Figure 1. Gate-type map.
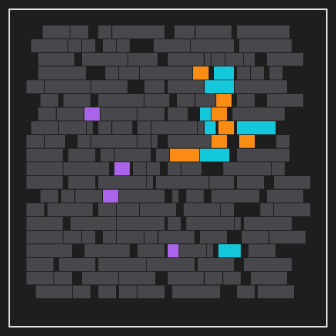
Figure 2. Register map, names as in the netlist.
Bar = 20 um. Other sequential cells in the stronger gray, the rest of the logic in the fainter gray.
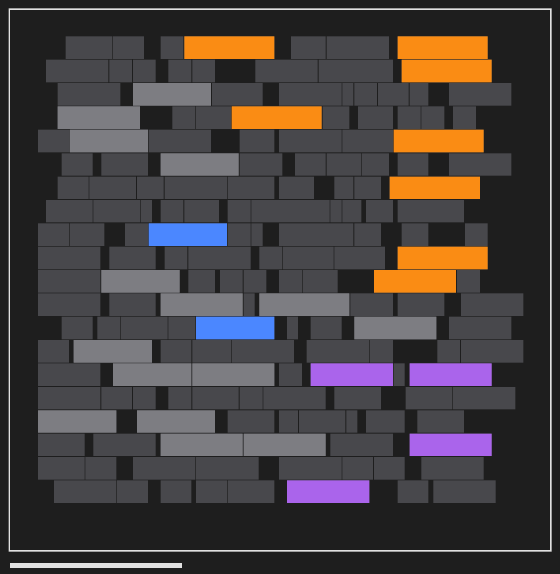
Figure 3. Zoomed window.
Bar = 10 um. Window x 3 to 28, y 3 to 28 um. Cells in gray, sequential cells in the stronger gray; small squares are vias.
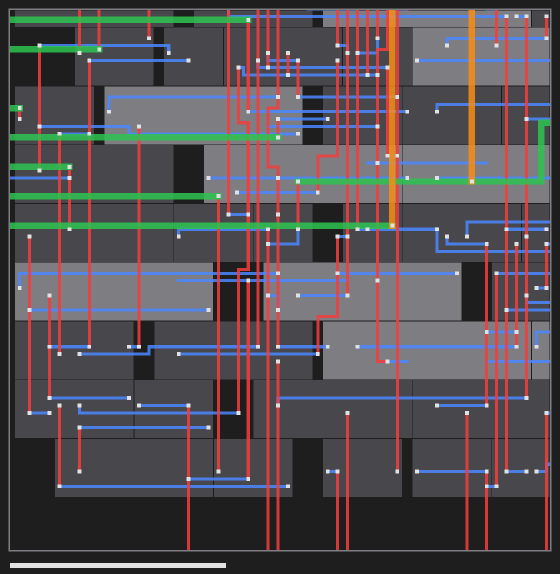
Figure 4. Nets reached from selected ports.
Bar = 20 um.
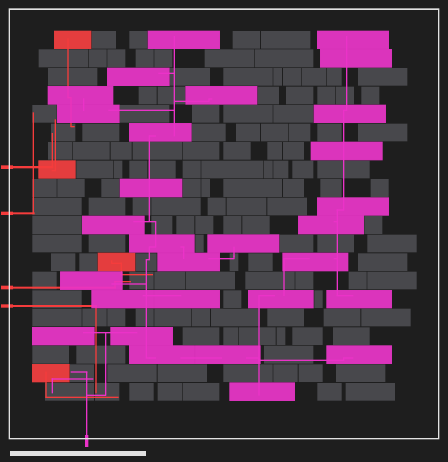
Figure 5. Routing congestion.
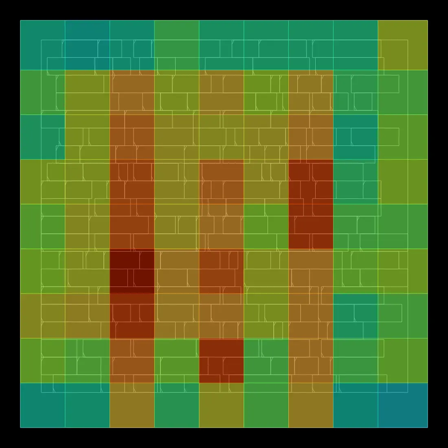
[config.mk]
export PLATFORM = sky130hd
export DESIGN_NAME = alu_operand_sequencer
export DESIGN_NICKNAME = d
export VERILOG_FILES = /design/src/rtl/alu_pkg.sv /design/src/rtl/alu_flag_gen.sv /design/src/rtl/alu_operand_sequencer.sv
export SDC_FILE = /design/constraint.sdc
export NUM_CORES = 1
export LEC_CHECK = 0
export CORE_MARGIN = 3
export CORE_UTILIZATION = 38
export DETAILED_ROUTE_END_ITERATION = 10
export PLACE_DENSITY = 0.83
export SETUP_SLACK_MARGIN = 0.2
export SLEW_MARGIN = 20
export SYNTH_ARGS = -nofsm -noshare
export SYNTH_HDL_FRONTEND = slang
export SYNTH_HIERARCHICAL = 1
export SYNTH_SLANG_ARGS = --single-unit
[constraint.sdc]
create_clock -name Clock -period 1.4 [get_ports Clock]
set_input_delay 0.35 -clock Clock [delete_from_list [all_inputs] [get_ports Clock]]
set_output_delay 0.35 -clock Clock [all_outputs]
set_load 0.1 [all_outputs]
[src/rtl/alu_pkg.sv]
// Shared opcode values and sequencer state encoding for the ALU operand sequencer.
package alu_pkg;

    localparam logic [1:0] OP_AND = 2'd0;
    localparam logic [1:0] OP_OR  = 2'd1;
    localparam logic [1:0] OP_XOR = 2'd2;
    localparam logic [1:0] OP_ADD = 2'd3;

    typedef enum logic [1:0] {
        S_IDLE  = 2'd0,
        S_ISSUE = 2'd1,
        S_HOLD  = 2'd2
    } state_t;

endpackage

[src/rtl/alu_flag_gen.sv]
// Combinational flag derivation: zero detect on the ALU result and carry
// passed through only for the ADD opcode.
module alu_flag_gen
    import alu_pkg::*;
#(
    parameter int unsigned Width = 4
) (
    input  logic [Width-1:0] Alu_Result,
    input  logic             Alu_Carry,
    input  logic [1:0]       Op_Sel,
    output logic             Zero,
    output logic             Carry
);

    always_comb begin
        Zero  = ~|Alu_Result;
        Carry = (Op_Sel == OP_ADD) ? Alu_Carry : 1'b0;
    end

endmodule

[src/rtl/alu_operand_sequencer.sv]
// Valid/ready wrapper around an external combinational ALU: registers a request,
// gives the ALU one settle cycle, captures result and flags, holds them until taken.
module alu_operand_sequencer
    import alu_pkg::*;
#(
    parameter int unsigned Width = 4,
    parameter int unsigned CntW  = 8
) (
    input  logic             Clock,
    input  logic             Reset_n,
    input  logic             In_Valid,
    output logic             In_Ready,
    input  logic [1:0]       In_Op,
    input  logic [Width-1:0] In_A,
    input  logic [Width-1:0] In_B,
    output logic [Width-1:0] First,
    output logic [Width-1:0] Second,
    output logic [1:0]       Op_Sel,
    input  logic [Width-1:0] Alu_Result,
    input  logic             Alu_Carry,
    output logic             Out_Valid,
    input  logic             Out_Ready,
    output logic [Width-1:0] Out_Result,
    output logic             Out_Zero,
    output logic             Out_Carry,
    output logic [1:0]       Out_Op,
    output logic             Busy,
    output logic [CntW-1:0]  Done_Count
);

    state_t           r_state;
    state_t           w_next_state;
    logic             w_load;
    logic             w_capture;
    logic             w_complete;
    logic             w_zero;
    logic             w_carry;

    logic [Width-1:0] r_first;
    logic [Width-1:0] r_second;
    logic [1:0]       r_op_sel;
    logic             r_out_valid;
    logic [Width-1:0] r_out_result;
    logic             r_out_zero;
    logic             r_out_carry;
    logic [1:0]       r_out_op;
    logic [CntW-1:0]  r_done_count;

    alu_flag_gen #(
        .Width (Width)
    ) u_flag_gen (
        .Alu_Result (Alu_Result),
        .Alu_Carry  (Alu_Carry),
        .Op_Sel     (r_op_sel),
        .Zero       (w_zero),
        .Carry      (w_carry)
    );

    always_ff @(posedge Clock or negedge Reset_n) begin
        if (!Reset_n) begin
            r_state <= S_IDLE;
        end else begin
            r_state <= w_next_state;
        end
    end

    always_comb begin
        w_next_state = r_state;
        w_load       = 1'b0;
        w_capture    = 1'b0;
        w_complete   = 1'b0;
        case (r_state)
            S_IDLE: begin
                if (In_Valid) begin
                    w_load       = 1'b1;
                    w_next_state = S_ISSUE;
                end
            end
            S_ISSUE: begin
                w_capture    = 1'b1;
                w_next_state = S_HOLD;
            end
            S_HOLD: begin
                if (r_out_valid && Out_Ready) begin
                    w_complete   = 1'b1;
                    w_next_state = S_IDLE;
                end
            end
            default: w_next_state = S_IDLE;
        endcase
    end

    // Operand and result registers only move on their strobes, so they hold between transactions.
    always_ff @(posedge Clock or negedge Reset_n) begin
        if (!Reset_n) begin
            r_first      <= '0;
            r_second     <= '0;
            r_op_sel     <= OP_AND;
            r_out_valid  <= 1'b0;
            r_out_result <= '0;
            r_out_zero   <= 1'b0;
            r_out_carry  <= 1'b0;
            r_out_op     <= OP_AND;
            r_done_count <= '0;
        end else begin
            if (w_load) begin
                r_first  <= In_A;
                r_second <= In_B;
                r_op_sel <= In_Op;
            end
            if (w_capture) begin
                r_out_valid  <= 1'b1;
                r_out_result <= Alu_Result;
                r_out_zero   <= w_zero;
                r_out_carry  <= w_carry;
                r_out_op     <= r_op_sel;
            end
            if (w_complete) begin
                r_out_valid  <= 1'b0;
                r_done_count <= r_done_count + 1'b1;
            end
        end
    end

    assign In_Ready   = (r_state == S_IDLE);
    assign Busy       = (r_state != S_IDLE);
    assign First      = r_first;
    assign Second     = r_second;
    assign Op_Sel     = r_op_sel;
    assign Out_Valid  = r_out_valid;
    assign Out_Result = r_out_result;
    assign Out_Zero   = r_out_zero;
    assign Out_Carry  = r_out_carry;
    assign Out_Op     = r_out_op;
    assign Done_Count = r_done_count;

endmodule

==> run summary <==
Status = finished, violations left
Failing checks = negative setup slack
Worst slew margin = 0.804
Die Size = 3950 um2
Final setup fails = 12
Ant diodes = 0
Most frequent logic cell in the layout = buf_12
Vias = 1,005
Crit path to = Busy
Worst r2r path cells = 7
Aoi share = 0.00611
Tcrit/Tclk final = 1.21
WP buf/inv = 2
Register clock-pin slew on the reported worst setup and hold paths = 0.09 ns
Critical Path Fanout Max = 2
Chip width = 62.9 um
GPL Wtd Cong = 0.677
Fin. Hold Viols = 0
Worst path slowest cell = dfrtp_1
Top-area cell type share of the netlist area = 0.591
Crit-path leading delay family = flip-flops
XORs/XNORs by Area = 0.0499
Max FFs per register = 8
Fin worst setup slack = -0.288 ns
YS chip area = 1230 um2
CP required = 1.05 ns
Setup TNS = -3.11 ns
Flip-flops with a built-in enable = 0
CP Capture Type = primary output
GRT Residual Overflow = 0
Antenna viol nets, final = 0
Comb area leader = multiplexers
Adder share = 0.0102
Distinct lib cells = 23
CTS Buffer Depth = 2
Dpl ws = -0.224 ns
DRT Pass-1 Iters = 4
Via/cell ratio = 4.72
Metal-1 WL = 1330 um
Type of the worst min-delay path = in -> async
NumNets Final = 188
Post-synth seq share = 0.591
Notes on Figure 1 above:
[purple] AND and OR gates | cells: 4
[cyan] NOR gates | cells: 7
[orange] XOR/XNOR gates | cells: 7
non-filler cells in the finished layout: 213
Comb/total area: 0.247

Notes on Figure 2 above:
[purple] Out_Result | flops: 4 | where: bottom right
[blue] r_state | flops: 2
[orange] Done_Count | flops: 8
sequential cell area share: 0.297
Finished Core Util: 0.841
area occupied by registers: 769 um2

Notes on Figure 3 above:
[orange] met4
[green] met3
[red] met2
[blue] met1
most frequent: clkdlybuf4s50_1 (8), buf_12 (6), dfrtp_1 (5)
sequential cells in the window: 7
cells with their middle in the window: 30
netlist names of flops here include: First (2), Out_Op (2)

Notes on Figure 4 above:
[red] In_A | direction: input | edge: left | end cells: 4 | buffers: 4 | wire: 116 um
[magenta] Reset_n | direction: input | edge: bottom | end cells: 29 | buffers: 2 | wire: 222 um
IO buf count: 47
I/O pin cnt: 48

Notes on Figure 5 above:
grt met2 use: 0.353
gr busiest metal: met2
GR Util met3: 0.0845
GRT Total Usage: 0.201
GR Util met1: 0.212

cell type report:
class	instances	area, um2
clock buffers	8	48.8
well taps	44	55.1
repair buffers	78	1050
flip-flops and latches	29	769
fillers	156	490
inverters	3	23.8
multi-input cells	51	639
stage by stage:
stage / instances / util / hold WS (ns)
floorplan: 82 / - / 0.0544
global placement: 176 / 0.702 / 0.488
detailed placement: 176 / 0.702 / 0.499
CTS: 207 / 0.790 / 0.368
global route: 213 / 0.841 / 0.385
finish: 213 / 0.841 / 0.382
